==> images/floorplan.png <==
The bar under the picture is 100 µm long. Pins as bars on the die edge.
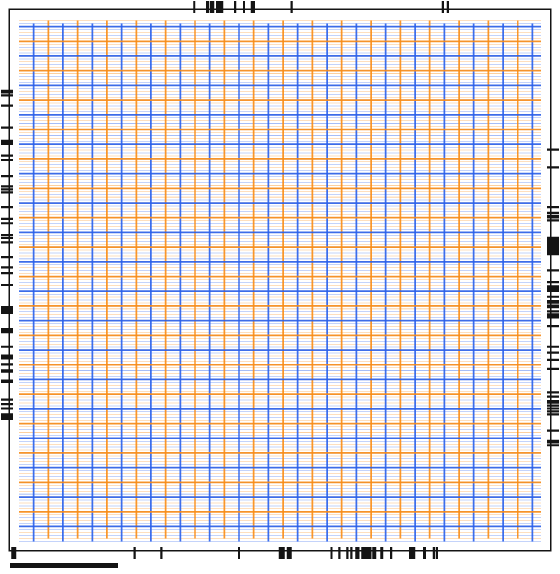
==> images/class_map.png <==
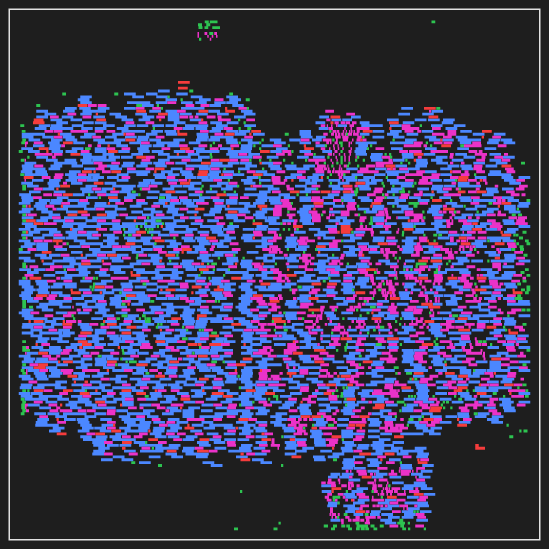
==> images/clock_wires.png <==
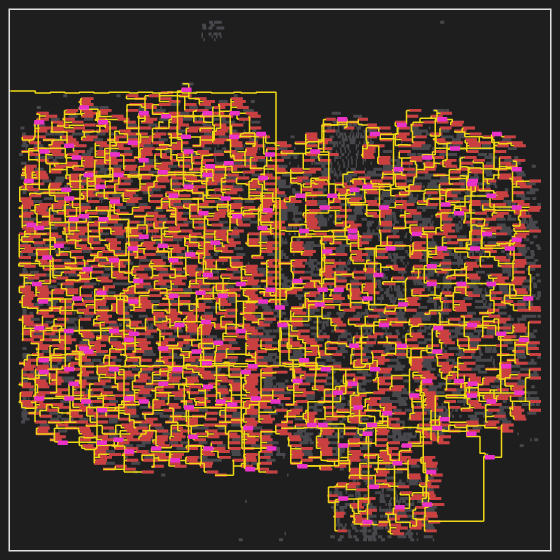
==> images/layers.png <==
The bar under the picture is 100 µm long.
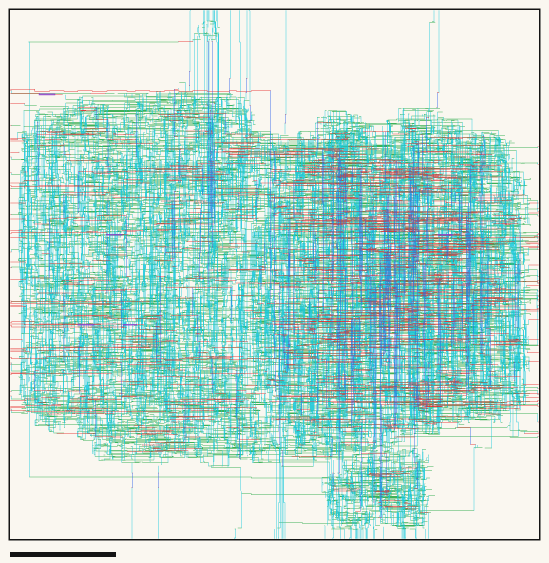
==> images/congestion_map.png <==
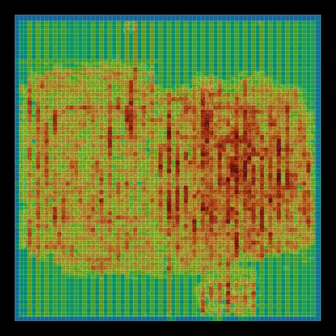
**src/rtl/ucsbece154b_bpred_assoc.sv**
```systemverilog
// gshare predictor: N-way set-associative BTB with round-robin victims,
// speculative GHR with mispredict restore and a PHT init sequencer.
module ucsbece154b_bpred_assoc #(
    parameter int          NUM_BTB_SETS = 16,
    parameter int          NUM_BTB_WAYS = 2,
    parameter int          NUM_GHR_BITS = 5,
    parameter logic [1:0]  PHT_INIT     = 2'b01
) (
    input  logic                    clk,
    input  logic                    reset_i,
    input  logic [31:0]             pc_i,
    input  logic                    fetch_en_i,
    output logic                    BranchTaken_o,
    output logic [31:0]             BTBtarget_o,
    output logic [NUM_GHR_BITS-1:0] PHTreadaddress_o,
    output logic [NUM_GHR_BITS-1:0] GHRsnap_o,
    output logic                    ready_o,
    input  logic                    upd_valid_i,
    input  logic [31:0]             upd_pc_i,
    input  logic [31:0]             upd_target_i,
    input  logic                    upd_is_branch_i,
    input  logic                    upd_is_jump_i,
    input  logic                    upd_taken_i,
    input  logic                    upd_mispredict_i,
    input  logic [NUM_GHR_BITS-1:0] upd_phtaddr_i,
    input  logic [NUM_GHR_BITS-1:0] upd_ghr_i
);

    localparam int S     = $clog2(NUM_BTB_SETS);
    localparam int G     = NUM_GHR_BITS;
    localparam int W     = NUM_BTB_WAYS;
    localparam int TW    = 30 - S;
    localparam int WB    = (W > 1) ? $clog2(W) : 1;
    localparam int PHT_N = 1 << G;

    typedef enum logic {INIT, RUN} state_e;

    state_e           state_q;
    logic             ready_q;
    logic [G-1:0]     init_cnt_q;
    logic [G-1:0]     ghr_q, ghr_d;
    logic [1:0]       pht_q   [PHT_N];
    logic [W-1:0]     valid_q [NUM_BTB_SETS];
    logic [WB-1:0]    vic_q   [NUM_BTB_SETS];
    logic [TW-1:0]    tag_q   [NUM_BTB_SETS][W];
    logic [31:0]      tgt_q   [NUM_BTB_SETS][W];
    logic             jflag_q [NUM_BTB_SETS][W];
    logic             bflag_q [NUM_BTB_SETS][W];

    logic             run;
    logic [S-1:0]     f_set, u_set;
    logic [TW-1:0]    f_tag, u_tag;
    logic             f_hit, f_j, f_b, pred;
    logic [WB-1:0]    f_way;
    logic [1:0]       pht_rd, pht_u, pht_new;
    logic             u_match, u_inv, u_evict;
    logic [WB-1:0]    u_mway, u_iway, u_way, vic_nxt;
    logic             btb_we, pht_we;
    logic             unused_ok;

    assign run       = (state_q == RUN);
    assign unused_ok = ^{pc_i[1:0], upd_pc_i[1:0]};

    // Fetch-side lookup
    assign f_set = pc_i[S+1:2];
    assign f_tag = pc_i[31:S+2];

    always_comb begin
        f_hit = 1'b0;
        f_way = '0;
        for (int w = 0; w < W; w++) begin
            if (valid_q[f_set][w] && tag_q[f_set][w] == f_tag) begin
                f_hit = 1'b1;
                f_way = WB'(w);
            end
        end
    end

    assign f_j              = jflag_q[f_set][f_way];
    assign f_b              = bflag_q[f_set][f_way];
    assign PHTreadaddress_o = pc_i[G+1:2] ^ ghr_q;
    assign pht_rd           = pht_q[PHTreadaddress_o];
    assign pred             = f_hit & (f_j | (f_b & pht_rd[1]));
    assign BranchTaken_o    = run & pred;
    assign BTBtarget_o      = (run & f_hit) ? tgt_q[f_set][f_way] : 32'h0;
    assign GHRsnap_o        = ghr_q;
    assign ready_o          = ready_q;

    // Execute-side way selection: existing tag, else lowest invalid, else victim
    assign u_set = upd_pc_i[S+1:2];
    assign u_tag = upd_pc_i[31:S+2];

    always_comb begin
        u_match = 1'b0;
        u_mway  = '0;
        u_inv   = 1'b0;
        u_iway  = '0;
        for (int w = W - 1; w >= 0; w--) begin
            if (valid_q[u_set][w] && tag_q[u_set][w] == u_tag) begin
                u_match = 1'b1;
                u_mway  = WB'(w);
            end
            if (!valid_q[u_set][w]) begin
                u_inv  = 1'b1;
                u_iway = WB'(w);
            end
        end
    end

    assign u_way   = u_match ? u_mway : (u_inv ? u_iway : vic_q[u_set]);
    assign u_evict = ~u_match & ~u_inv;
    assign vic_nxt = (vic_q[u_set] == WB'(W - 1)) ? '0 : vic_q[u_set] + 1'b1;

    assign btb_we = run & upd_valid_i & upd_taken_i
                  & (upd_is_branch_i | upd_is_jump_i);
    assign pht_we = run & upd_valid_i & upd_is_branch_i;

    assign pht_u = pht_q[upd_phtaddr_i];

    always_comb begin
        pht_new = pht_u;
        if (upd_taken_i) begin
            if (pht_u != 2'b11) pht_new = pht_u + 2'b01;
        end else begin
            if (pht_u != 2'b00) pht_new = pht_u - 2'b01;
        end
    end

    // Restore is applied last so it overrides the speculative shift
    always_comb begin
        ghr_d = ghr_q;
        if (run && fetch_en_i && f_hit && f_b)
            ghr_d = {ghr_q[G-2:0], pred};
        if (run && upd_valid_i && upd_mispredict_i)
            ghr_d = upd_is_branch_i ? {upd_ghr_i[G-2:0], upd_taken_i}
                                    : upd_ghr_i;
    end

    always_ff @(posedge clk or posedge reset_i) begin
        if (reset_i) begin
            state_q    <= INIT;
            ready_q    <= 1'b0;
            init_cnt_q <= '0;
            ghr_q      <= '0;
            for (int s = 0; s < NUM_BTB_SETS; s++) begin
                valid_q[s] <= '0;
                vic_q[s]   <= '0;
            end
        end else begin
            ghr_q <= ghr_d;
            case (state_q)
                INIT: begin
                    init_cnt_q <= init_cnt_q + 1'b1;
                    if (init_cnt_q == '1) begin
                        state_q <= RUN;
                        ready_q <= 1'b1;
                    end
                end
                RUN: begin
                    state_q <= RUN;
                    ready_q <= 1'b1;
                end
                default: state_q <= INIT;
            endcase
            if (btb_we) valid_q[u_set][u_way] <= 1'b1;
            if (btb_we && u_evict) vic_q[u_set] <= vic_nxt;
        end
    end

    // Storage without reset; PHT contents are rebuilt by the init pass
    always_ff @(posedge clk) begin
        if (btb_we) begin
            tag_q[u_set][u_way]   <= u_tag;
            tgt_q[u_set][u_way]   <= upd_target_i;
            jflag_q[u_set][u_way] <= upd_is_jump_i;
            bflag_q[u_set][u_way] <= upd_is_branch_i;
        end
        if (state_q == INIT)
            pht_q[init_cnt_q] <= PHT_INIT;
        else if (pht_we)
            pht_q[upd_phtaddr_i] <= pht_new;
    end

endmodule

```
**config.mk**
```make
export PLATFORM = sky130hd
export DESIGN_NAME = ucsbece154b_bpred_assoc
export DESIGN_NICKNAME = d
export VERILOG_FILES = /design/src/rtl/ucsbece154b_bpred_assoc.sv
export SDC_FILE = /design/constraint.sdc
export NUM_CORES = 2
export LEC_CHECK = 0
export CAP_MARGIN = 10
export CORE_MARGIN = 8
export CORE_UTILIZATION = 37
export DETAILED_ROUTE_END_ITERATION = 10
export GPL_TIMING_DRIVEN = 0
export PLACE_DENSITY = 0.6
export RECOVER_POWER = 100
export SYNTH_ARGS = -nofsm -noshare
export SYNTH_HDL_FRONTEND = slang
export SYNTH_SLANG_ARGS = --single-unit
```
**constraint.sdc**
```tcl
create_clock -name clk -period 13.5 [get_ports clk]
set_input_delay 2.7 -clock clk [delete_from_list [all_inputs] [get_ports clk]]
set_output_delay 2.7 -clock clk [all_outputs]
set_load 0.01 [all_outputs]
```
==> reports/metrics.csv <==
stage;metric;value;unit
cells_and_area;comb_multi_in;1569;
run_status;status;finished, violations left;
cells_and_area;n_diodes;13;
synthesis;Yosys Instances;3860;
worst_setup_path;reg2reg end;tag_q[0][3]$_DFFE_PP_;
sta;setup violators final;0;
synthesis;Avg Cell Area, Syn;22.4;µm²
place;IO buf count;141;
power;final total power;13.6;mW
sta;period utilization;99.1;%
flow_run;maxcap violations;123;
global_routing;largest net degree at the start of global routing;45;
worst_setup_path;worst setup path category;input pin to output pin;
cells_and_area;clkbuf count;239;
global_routing;GRT overflow;0;
routing;vias;45900;
routing;Via density;6.07;
place;DP Cell Count;7166;
clocking;postcts setup bufs;0;
floorplan;die width;499;µm
cells_and_area;filler cell count;20100;
worst_setup_path;Critical Path Sink;BTBtarget_o[21];
synthesis;fa+ha+maj area frac;0.0289;%
clocking;CTS Hold Bufs;0;
cells_and_area;Layout Nets;4464;
routing;1st-iter DRT viols;6213;
clocking;clock-pin slew on the worst setup and hold paths;0.07;ns
cells_and_area;clock network area share;6.50;%
synthesis;complex-gate fraction of the synthesized area;0.801;%
clocking;CTS max path bufs;3;
cells_and_area;multi-input combinational area share;24.5;%
synthesis;Post-Syn Instances;3860;
synthesis;synthesized flop and latch total;2044;
routing;wire length on met2;127000;µm
sta;Slew Limit Fails;2205;
synthesis;synth warn;0;
synthesis;dominant cell type by area after synthesis;edfxtp_1;
cells_and_area;invs w/o clock;13;
place;post-DP HPWL;181000;µm
cells_and_area;FF/Latch Area;0.0611;mm²
run_status;failing checks;max-capacitance violations, max-slew violations;
worst_setup_path;Worst Path Arrival;10.67;ns
clocking;TritonCTS clock tree;yes;
cells_and_area;Cell Count, Final, Fillers Out;7567;
worst_setup_path;crit path DRT;10.80;ns
About floorplan.png:
legend:
  VSS:
    color: blue
  VDD:
    color: orange
met4 straps: 35
signal pins: 158
met5 straps: 35
met1 rails: 178
rows: 177
die height: 499 µm
worst vdd ir: 0.138 mV

About class_map.png:
legend:
  clock drivers and dummy loads:
    color: red
    cells: 366
  remaining logic cells:
    color: magenta
    cells: 1,582
  sequential cells:
    color: blue
    cells: 2,044
  remaining buffers and delay cells:
    color: green
    cells: 519
Design Area, Final: 0.0989 mm²
core area: 0.233 mm²

About clock_wires.png:
legend:
  clock-net drivers:
    color: magenta
    count: 201
  flip-flops:
    color: red
    count: 2,044
  clock wires:
    color: yellow
    length: 24.5 mm
routed clock nets: 202
Clock Skew: 0.0460 ns
Clk network pwr share: 41.0%
Clock Power: 5.58 mW
clk_lat worst skew: 0.86 ns

About layers.png:
legend:
  M3:
    color: red
    wire_length: 27.5 mm
  M4:
    color: blue
    wire_length: 11,800 µm
  M1:
    color: green
    wire_length: 105 mm
  M2:
    color: cyan
    wire_length: 127 mm
  M5:
    color: purple
    wire_length: 66.2 µm

About congestion_map.png:
fin util: 42.5%
GRT Util Overall: 21.2%
met3 GRT Util: 5.33%

## where the power goes
group          total [mW]  switching, mW  internal, mW
Sequential           7.02         0.0172          7.00
Combinational        1.02          0.611         0.406
Clock                5.58           2.47          3.12
## registers in the layout, summed over array words and instances, names as in the netlist
signal,cells
init_cnt_q,5
vic_q,16
ready_o,1
tgt_q,1024
run,1
pht_q,64
jflag_q,32
bflag_q,32
GHRsnap_o,5
tag_q,832
valid_q,32
## cells by family after synthesis
group,after synthesis
multiplexers,1038
buffers and inverters,247
AND/OR/NAND/NOR,327
flip-flops,2044
XOR/XNOR,106
AND-OR/OR-AND,96
adder cells (fa/ha/maj),2
## cells in the mapped netlist, types with 14 or more instances
| master | count |
|---|---|
| edfxtp_1 | 1984 |
| mux4_2 | 848 |
| mux2i_1 | 156 |
| nor2_1 | 130 |
| clkbuf_1 | 96 |
| xnor2_1 | 80 |
| buf_2 | 68 |
| dfrtp_1 | 60 |
| buf_1 | 46 |
| nand2_1 | 44 |
| or2_1 | 32 |
| xor2_1 | 25 |
| mux2_1 | 23 |
| buf_4 | 21 |
| nand4_1 | 21 |
| nor2b_1 | 20 |
| nand3_1 | 17 |
| o21ai_0 | 14 |
## critical path, stage by stage
cell           delay (ns)
clkbuf_1             0.29
clkbuf_1             0.58
inv_1                0.39
clkbuf_1             0.77
buf_2                0.69
buf_2                0.79
mux2i_1              1.02
nand4_1              0.22
nor4_1               0.90
a22oi_1              0.51
nand2b_1             0.28
clkbuf_2             0.15
buf_12               0.16
clkbuf_1             0.29
nor2_1               0.17
dlygate4sd3_1        0.63
## per-layer routing
metal,GRT usage (%),vias to the layer above
li1,-,17700
met2,33.8,2717
met4,7.72,10
met5,0,-
met3,5.33,560
met1,28.4,25000
Power and IR drop assume default switching activity.
